### Clock wires, drivers and flops, run 1

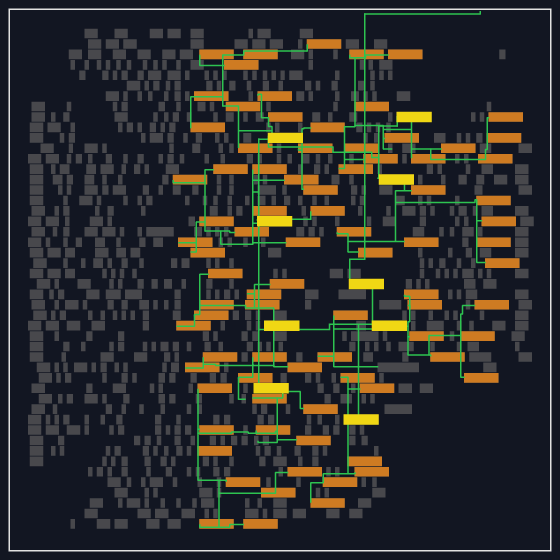
### Placed standard cells, run 1

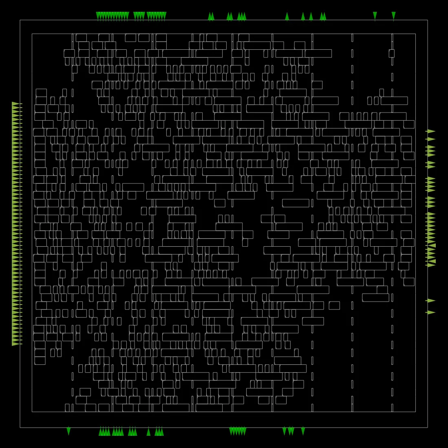
### The metal 2 layer, run 1

Bar = 50 um.
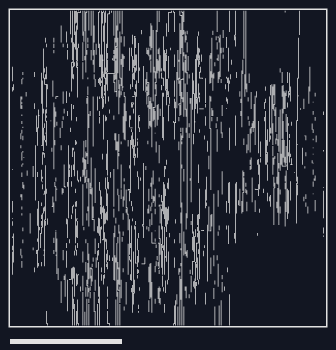
--- src/rtl/ula_pkg.sv ---
// Shared ULA definitions: operand transform encodings and the width of the
// low field that the extend/shift transforms operate on.
package ula_pkg;

  localparam int ULA_LOW_BITS = 16;

  typedef enum logic [1:0] {
    PASS       = 2'b00,
    SEXT16     = 2'b01,
    SEXT16_SL2 = 2'b10,
    ZEXT16     = 2'b11
  } ula_mode_e;

endpackage

--- src/rtl/ula_src_b_xform.sv ---
// Combinational source-B operand path: picks a data channel or the constant,
// then applies the immediate-style extend/shift transform.
module ula_src_b_xform
  import ula_pkg::*;
#(
  parameter int          WIDTH     = 32,
  parameter int          NCH       = 3,
  parameter int unsigned CONST_VAL = 4,
  localparam int         SELW      = $clog2(NCH + 1)
) (
  input  logic [SELW-1:0]      selector,
  input  logic [1:0]           mode,
  input  logic [NCH*WIDTH-1:0] data_in,
  output logic [WIDTH-1:0]     xf_data,
  output logic                 xf_err
);

  logic [WIDTH-1:0] sel_val_s;
  logic [WIDTH-1:0] sext_s;

  // Channel select; codes above the constant slot yield zero and flag an error.
  always_comb begin
    sel_val_s = '0;
    xf_err    = 1'b0;
    if (int'(selector) < NCH) begin
      sel_val_s = WIDTH'(data_in >> (int'(selector) * WIDTH));
    end else if (int'(selector) == NCH) begin
      sel_val_s = WIDTH'(CONST_VAL);
    end else begin
      xf_err = 1'b1;
    end
  end

  assign sext_s = WIDTH'($signed(sel_val_s[ULA_LOW_BITS-1:0]));

  // Post-select transform; the shifted form drops bits carried past WIDTH.
  always_comb begin
    xf_data = sel_val_s;
    case (ula_mode_e'(mode))
      PASS:       xf_data = sel_val_s;
      SEXT16:     xf_data = sext_s;
      SEXT16_SL2: xf_data = {sext_s[WIDTH-3:0], 2'b00};
      ZEXT16:     xf_data = WIDTH'(sel_val_s[ULA_LOW_BITS-1:0]);
      default:    xf_data = sel_val_s;
    endcase
  end

endmodule

--- src/rtl/ula_src_b_pipe.sv ---
// Source-B operand stage: select+transform followed by a two-entry skid
// buffer so in_ready is a pure register output.
module ula_src_b_pipe
  import ula_pkg::*;
#(
  parameter int          WIDTH     = 32,
  parameter int          NCH       = 3,
  parameter int unsigned CONST_VAL = 4,
  localparam int         SELW      = $clog2(NCH + 1)
) (
  input  logic                 clk,
  input  logic                 reset_n,
  input  logic                 in_valid,
  output logic                 in_ready,
  input  logic [SELW-1:0]      selector,
  input  logic [1:0]           mode,
  input  logic [NCH*WIDTH-1:0] data_in,
  output logic                 out_valid,
  input  logic                 out_ready,
  output logic [WIDTH-1:0]     data_out,
  output logic                 out_err,
  output logic [15:0]          beat_count
);

  logic [WIDTH-1:0] xf_data_s;
  logic             xf_err_s;
  logic             accept_s;
  logic             deliver_s;
  logic             skid_valid_nxt_s;

  logic [WIDTH-1:0] main_data_r;
  logic             main_err_r;
  logic             main_valid_r;
  logic [WIDTH-1:0] skid_data_r;
  logic             skid_err_r;
  logic             skid_valid_r;
  logic             in_ready_r;
  logic [15:0]      beat_count_r;

  ula_src_b_xform #(
    .WIDTH     (WIDTH),
    .NCH       (NCH),
    .CONST_VAL (CONST_VAL)
  ) u_xform (
    .selector (selector),
    .mode     (mode),
    .data_in  (data_in),
    .xf_data  (xf_data_s),
    .xf_err   (xf_err_s)
  );

  assign accept_s  = in_valid & in_ready_r;
  assign deliver_s = main_valid_r & out_ready;

  // Skid occupancy for the next cycle; in_ready is registered from it.
  always_comb begin
    skid_valid_nxt_s = skid_valid_r;
    if (skid_valid_r && deliver_s) begin
      skid_valid_nxt_s = 1'b0;
    end else if (main_valid_r && !deliver_s && accept_s) begin
      skid_valid_nxt_s = 1'b1;
    end else begin
      skid_valid_nxt_s = skid_valid_r;
    end
  end

  // Main/skid registers, ready flag and delivered-beat counter.
  always_ff @(posedge clk or negedge reset_n) begin
    if (!reset_n) begin
      main_data_r  <= '0;
      main_err_r   <= 1'b0;
      main_valid_r <= 1'b0;
      skid_data_r  <= '0;
      skid_err_r   <= 1'b0;
      skid_valid_r <= 1'b0;
      in_ready_r   <= 1'b0;
      beat_count_r <= 16'd0;
    end else begin
      if (skid_valid_r && deliver_s) begin
        main_data_r <= skid_data_r;
        main_err_r  <= skid_err_r;
      end else if (!main_valid_r || deliver_s) begin
        main_valid_r <= accept_s;
        if (accept_s) begin
          main_data_r <= xf_data_s;
          main_err_r  <= xf_err_s;
        end
      end else if (accept_s) begin
        // Main is stalled: park the incoming beat behind it.
        skid_data_r <= xf_data_s;
        skid_err_r  <= xf_err_s;
      end
      skid_valid_r <= skid_valid_nxt_s;
      in_ready_r   <= ~skid_valid_nxt_s;
      if (deliver_s) begin
        beat_count_r <= beat_count_r + 16'd1;
      end
    end
  end

  assign in_ready   = in_ready_r;
  assign out_valid  = main_valid_r;
  assign data_out   = main_data_r;
  assign out_err    = main_err_r;
  assign beat_count = beat_count_r;

endmodule

--- config.mk ---
export PLATFORM = sky130hd
export DESIGN_NAME = ula_src_b_pipe
export DESIGN_NICKNAME = d
export VERILOG_FILES = /design/src/rtl/ula_pkg.sv /design/src/rtl/ula_src_b_xform.sv /design/src/rtl/ula_src_b_pipe.sv
export SDC_FILE = /design/constraint.sdc
export NUM_CORES = 1
export LEC_CHECK = 0
export ABC_AREA = 1
export CELL_PAD_IN_SITES_DETAIL_PLACEMENT = 1
export CELL_PAD_IN_SITES_GLOBAL_PLACEMENT = 2
export CORE_MARGIN = 4
export CORE_UTILIZATION = 27
export DETAILED_ROUTE_END_ITERATION = 7
export PLACE_DENSITY = 0.92
export RECOVER_POWER = 50
export SLEW_MARGIN = 20
export SYNTH_ARGS = -nofsm -noshare
export SYNTH_HDL_FRONTEND = slang
export SYNTH_SLANG_ARGS = --single-unit
--- constraint.sdc ---
create_clock -name clk -period 2.6 [get_ports clk]
set_clock_uncertainty 0.05 [all_clocks]
set_input_delay 0.65 -clock clk [delete_from_list [all_inputs] [get_ports clk]]
set_output_delay 0.65 -clock clk [all_outputs]
set_load 0.05 [all_outputs]
==> deck_impl_summary.md, run 1 <==
Run Summary

Logic synthesis
  • Synthesized-area fraction occupied by xor and xnor cells: 2.02%
  • Async SR Flop Fraction: 100%
  • Synthesized netlist cell count: 681
  • Compound-cell area share of the yosys netlist: 10.0%
  • Total cells reported by yosys after synthesis: 681
  • Yosys warns: 0
  • Unique masters post-synth: 28
  • Number of enable-type register cells in the synthesized netlist: 0
  • Post-synthesis chip area from yosys: 4760 um2
  • Adder Share, Synth: 0.263%
  • Mux share of post-synthesis cell area: 0%

Power
  • Power share of the clock group: 43.0%
  • Largest power group: registers
  • Max VDD drop: 0.274 mV
  • PD cells: 441 nW/um2
  • Total internal power: 2.28 mW

Final timing
  • Maximum operating frequency: 0.431 GHz
  • Transition time at the pin with the least slew margin: 1.20 ns
  • Final total negative setup slack: 0 ns
  • Final worst path period need: 2.32 ns

Setup path
  • Data arrival time of the worst path: 1.62 ns
  • R2r setup slk: 0.80 ns

Outcome
  • Run status: finished, final reports clean

Routing
  • Total number of vias: 4832
  • Highest Signal Layer: met4
  • Met3 routed WL: 777 um
  • Remaining design rule violation count: 0
  • Wl on met1: 7.81 mm

GRT
  • Pin count of the biggest net entering global routing: 63
  • Global-route met1 utilization: 23.0%
  • Global-route wire length before repair: 25.3 mm

Worst hold path
  • End point of the worst hold path: data_out[12]

Placement
  • PortBufs: 153
  • Half-perimeter wire length of the detailed placement result: 11.6 mm

Final layout
  • Number of non-clock inverters: 36
  • Filler Cells Inserted: 2173

Clocking
  • Clock tree from TritonCTS: yes
  • Post-CTS sizing: 0

Flow run
  • Max-cap viol count: 0

Floorplan
  • Number of top-level pins: 155
## Picture notes: 'Clock wires, drivers and flops'
[green] clock wires | length: 1180 um
[yellow] cells driving clock nets | count: 9
[orange] flip-flops | count: 83
routed clock nets: 10

## Picture notes: 'Placed standard cells'
Placeable Area: 17300 um2
TAP cells: 225
number of rows in the core area: 48
Post-Route Utilization: 39.4%
final cell count without fillers: 1050

## Picture notes: 'The metal 2 layer'
wire length on this layer: 6590 um
nets with wire on the layer: 734
longest straight run: 56.1 um
main direction: vertical
share of all routed wire: 43%

-- run 1: synthesized netlist by cell type, types with 2 or more instances --
cell,n,area share [%]
nand4_1,7,0.92
xnor2_1,5,0.92
inv_1,34,2.7
inv_2,2,0.16
nor2_2,4,0.53
nor2_1,67,5.3
clkbuf_1,10,0.79
nand3_1,84,8.8
o211ai_1,2,0.32
o21ai_1,11,1.2
buf_2,27,2.8
a31oi_1,18,2.4
buf_4,4,0.63
o21ai_0,18,1.9
nand2_1,254,20
xor2_1,6,1.1
dfrtp_1,83,44
a21oi_1,35,3.7
-- run 1: cell families after synthesis --
family,count (synthesis)
flip-flops,83
adder cells (fa/ha/maj),1
XOR/XNOR,11
buffers and inverters,79
AND-OR/OR-AND,86
AND/OR/NAND/NOR,420
other,1
-- run 1: stage by stage --
| step | worst slack (ns) | cell area, um2 | power [mW] | cells | util (%) |
|---|---|---|---|---|---|
| 5_1_grt | 0.152 | 6810 | 3.15 | 1050 | 39.4 |
| 2_1_floorplan | 0.853 | 4760 | 1.50 | 681 | - |
| 3_5_place_dp | 0.278 | 6570 | 1.75 | 1034 | 38.0 |
| 3_3_place_gp | 0.351 | 6570 | 1.75 | 1034 | 38.0 |
| 4_1_cts | 0.259 | 6860 | 3.05 | 1050 | 39.7 |
| 6_report | 0.278 | 6810 | 3.00 | 1050 | 39.4 |
-- run 1: cells in the final DEF (no fill, tap or decap), types with 9 or more instances in the layout --
| master | n |
|---|---|
| inv_1 | 35 |
| a31oi_1 | 18 |
| nand3_1 | 84 |
| dfrtp_1 | 83 |
| nand2_1 | 255 |
| nor2_1 | 70 |
| a21oi_1 | 35 |
| buf_4 | 11 |
| o21ai_0 | 18 |
| clkbuf_16 | 9 |
| o21ai_1 | 11 |
| clkdlybuf4s50_1 | 151 |
==> inputs of run 2 (changes only) <==
- CTS_BUF_LIST: default -> sky130_fd_sc_hd__clkbuf_8
==> run 2 against run 1 <==
First-iteration DRC count shrank 7.0%. Design area shrank 1.5%. Register-to-register slack lost 0.08 ns. Global-route usage shrank 0.21 points. Routed wire length shrank 1.3%. Die area is the same. Area after synthesis is the same. Sequential share of layout area grew 0.47 points. Power shrank 12%. Via count is essentially flat. Largest cell class unchanged. Largest power group unchanged.
==> deck_impl_summary.md, run 2 <==
Run Summary

Flow run
  • Max-cap viol count: 0

Final timing
  • Maximum operating frequency: 0.426 GHz
  • Transition time at the pin with the least slew margin: 1.20 ns
  • Final total negative setup slack: 0 ns
  • Final worst path period need: 2.35 ns

Clocking
  • Clock tree from TritonCTS: yes
  • Post-CTS sizing: 0

Routing
  • Remaining design rule violation count: 0
  • Total number of vias: 4830

Power
  • Max VDD drop: 0.196 mV
  • PD cells: 394 nW/um2
  • Total internal power: 1.96 mW

Final layout
  • Final std cell area, no fill: 6710 um2
  • Commonest non-fill, non-tap cells in the layout: nand2_1, clkdlybuf4s50_1, nand3_1, dfrtp_1, nor2_1
  • Post-Route Utilization: 38.8%
  • Most frequent standard cell in the layout excluding fill and tap cells: nand2_1
  • Final cell count without fillers: 1050

Logic synthesis
  • Main area contributors after synthesis: dfrtp_1, nand2_1, nand3_1
  • Most numerous cell types in the synthesized netlist: nand2_1, nand3_1, dfrtp_1
  • Compound-cell area share of the yosys netlist: 10.0%
  • Synthesized netlist cell count: 681
  • Number of enable-type register cells in the synthesized netlist: 0
  • Cell taking the most area after synthesis: dfrtp_1
  • Total cells reported by yosys after synthesis: 681
  • Mux share of post-synthesis cell area: 0%
  • Post-synthesis chip area from yosys: 4760 um2
  • Adder Share, Synth: 0.263%
  • Most instantiated library cell after synthesis: nand2_1
  • Unique masters post-synth: 28
  • Async SR Flop Fraction: 100%
  • Portion of synthesized cell area occupied by the leading cell type: 43.6%

Placement
  • Number of cells in the design after placement: 1034
  • Half-perimeter wire length of the detailed placement result: 11.6 mm
  • PortBufs: 153
  • Placed Instance Area: 6570 um2
  • Worst slack at placement: 0.278 ns

Floorplan
  • Placeable Area: 17300 um2
  • Number of rows in the core area: 48
  • Number of top-level pins: 155

Setup path
  • Data arrival time of the worst path: 2.52 ns

GRT
  • Global-route met1 utilization: 23.2%

Outcome
  • Run status: finished, final reports clean
==> run 2: netlist changes by cell type in the layout (fill, tap and decap cells not counted), sizes merged <==
cell,before,now
clkbuf,17,15
buf,15,14
inv,37,40
==> run 2: worst max-delay path, delay by kind of cell <==
| kind | cells | cell delay, ns |
|---|---|---|
| AND-OR/OR-AND | 2 | 0.23 |
| AND/OR/NAND/NOR | 3 | 0.62 |
| buffers and inverters | 2 | 1.01 |
==> run 2: metal layers <==
metal  wire length [um]  vias up
li1                   -     2462
met1               7660     2247
met2               6480      114
met3                853        7
met4                122        0
met5                  0        -
==> run 2: kinds of logic (layout without fill, tap and decap cells) <==
logic type,Yosys count,after routing
simple gates,420,420
compound gates,86,86
flops,83,83
buf+inv,79,223
xor+xnor,11,11
fa+ha+maj,1,1
other cells,1,1
==> run 2: final cells by class <==
class	instances	area [um2]
well taps	225	282
fillers	2175	10600
clock inverters	6	57.6
multi-input cells	519	2320
repair buffers	171	1700
flip-flops and latches	83	2080
clock buffers	10	138
inverters	36	135
==> run 2: power groups by stage <==
stage / Sequential [mW] / Combinational, mW / Clock (mW)
after floorplan: 1.32 / 0.182 / 0
after global placement: 1.32 / 0.434 / 0
after detailed placement: 1.32 / 0.435 / 0
after CTS: 1.29 / 0.437 / 0.964
after global routing: 1.29 / 0.473 / 1.03
final: 1.29 / 0.421 / 0.930
==> run 2: worst paths after layout <==
path                              startpoint         endpoint  cells after the start
min in group asynchronous            reset_n   beat_count[15]                      1
worst min-delay path            data_out[12]     data_out[12]                      2
max in group asynchronous            reset_n  skid_data_r[12]                      2
worst max-delay path               out_ready      data_out[6]                      7
worst max register to register     out_valid      data_out[6]                      6
worst min register to register  data_out[12]     data_out[12]                      2
### Cell classes on the final placement, run 2

Bar = 50 um. Fill, decap, tap and diode cells in gray.
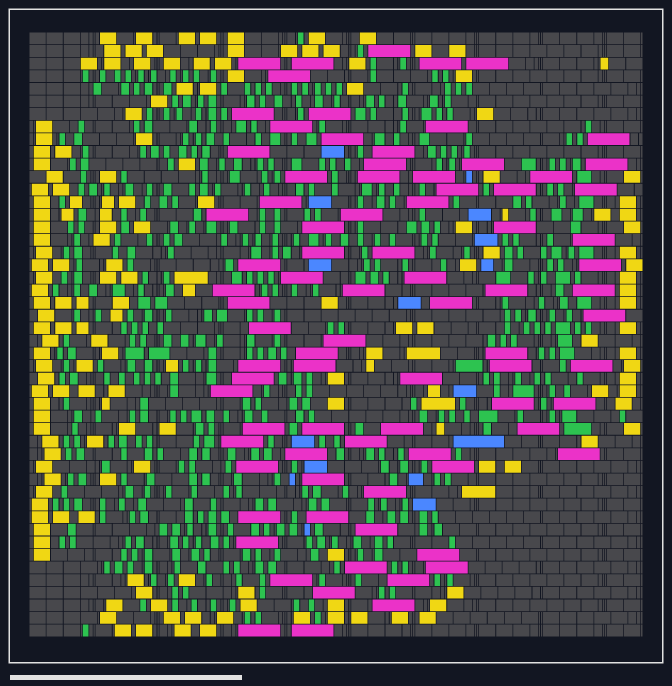
| color | class | cells |
|---|---|---|
| green | all other logic | 555 |
| blue | clock drivers and dummy loads | 16 |
| magenta | flip-flops | 83 |
| yellow | other buffers and delay cells | 171 |

### Clock wires, drivers and flops, run 2

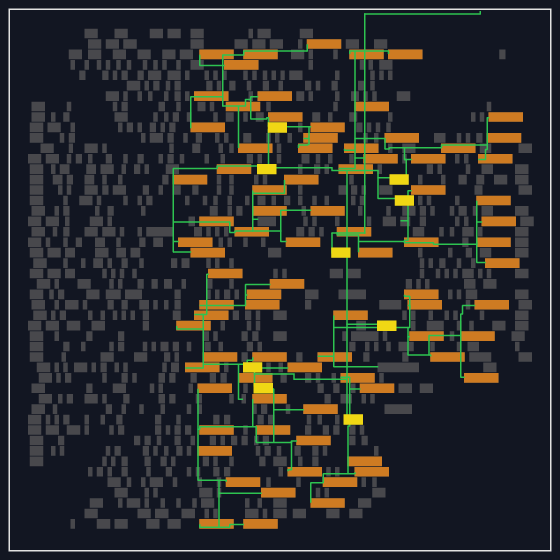
[green] clock wires | length: 1110 um
[orange] flip-flops | count: 83
[yellow] cells driving clock nets | count: 9
routed clock nets: 10
clk ins delay skew pair: 0.35 ns
power share of the clock group: 35.2%
clock-net power: 0.930 mW

### Supply network, run 2

Pins as bars on the die edge. Tap cells in gray.
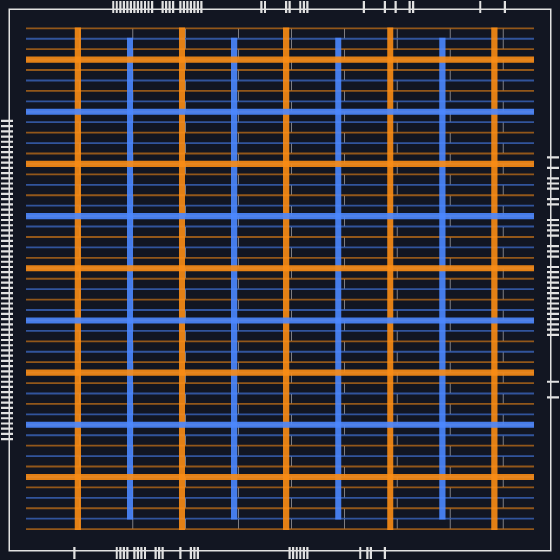
| color | net |
|---|---|
| blue | VDD |
| orange | VSS |
rows: 48
met4 straps: 9
met1 rails: 49

No activity file was given, so power comes from the tool's default toggle rates.
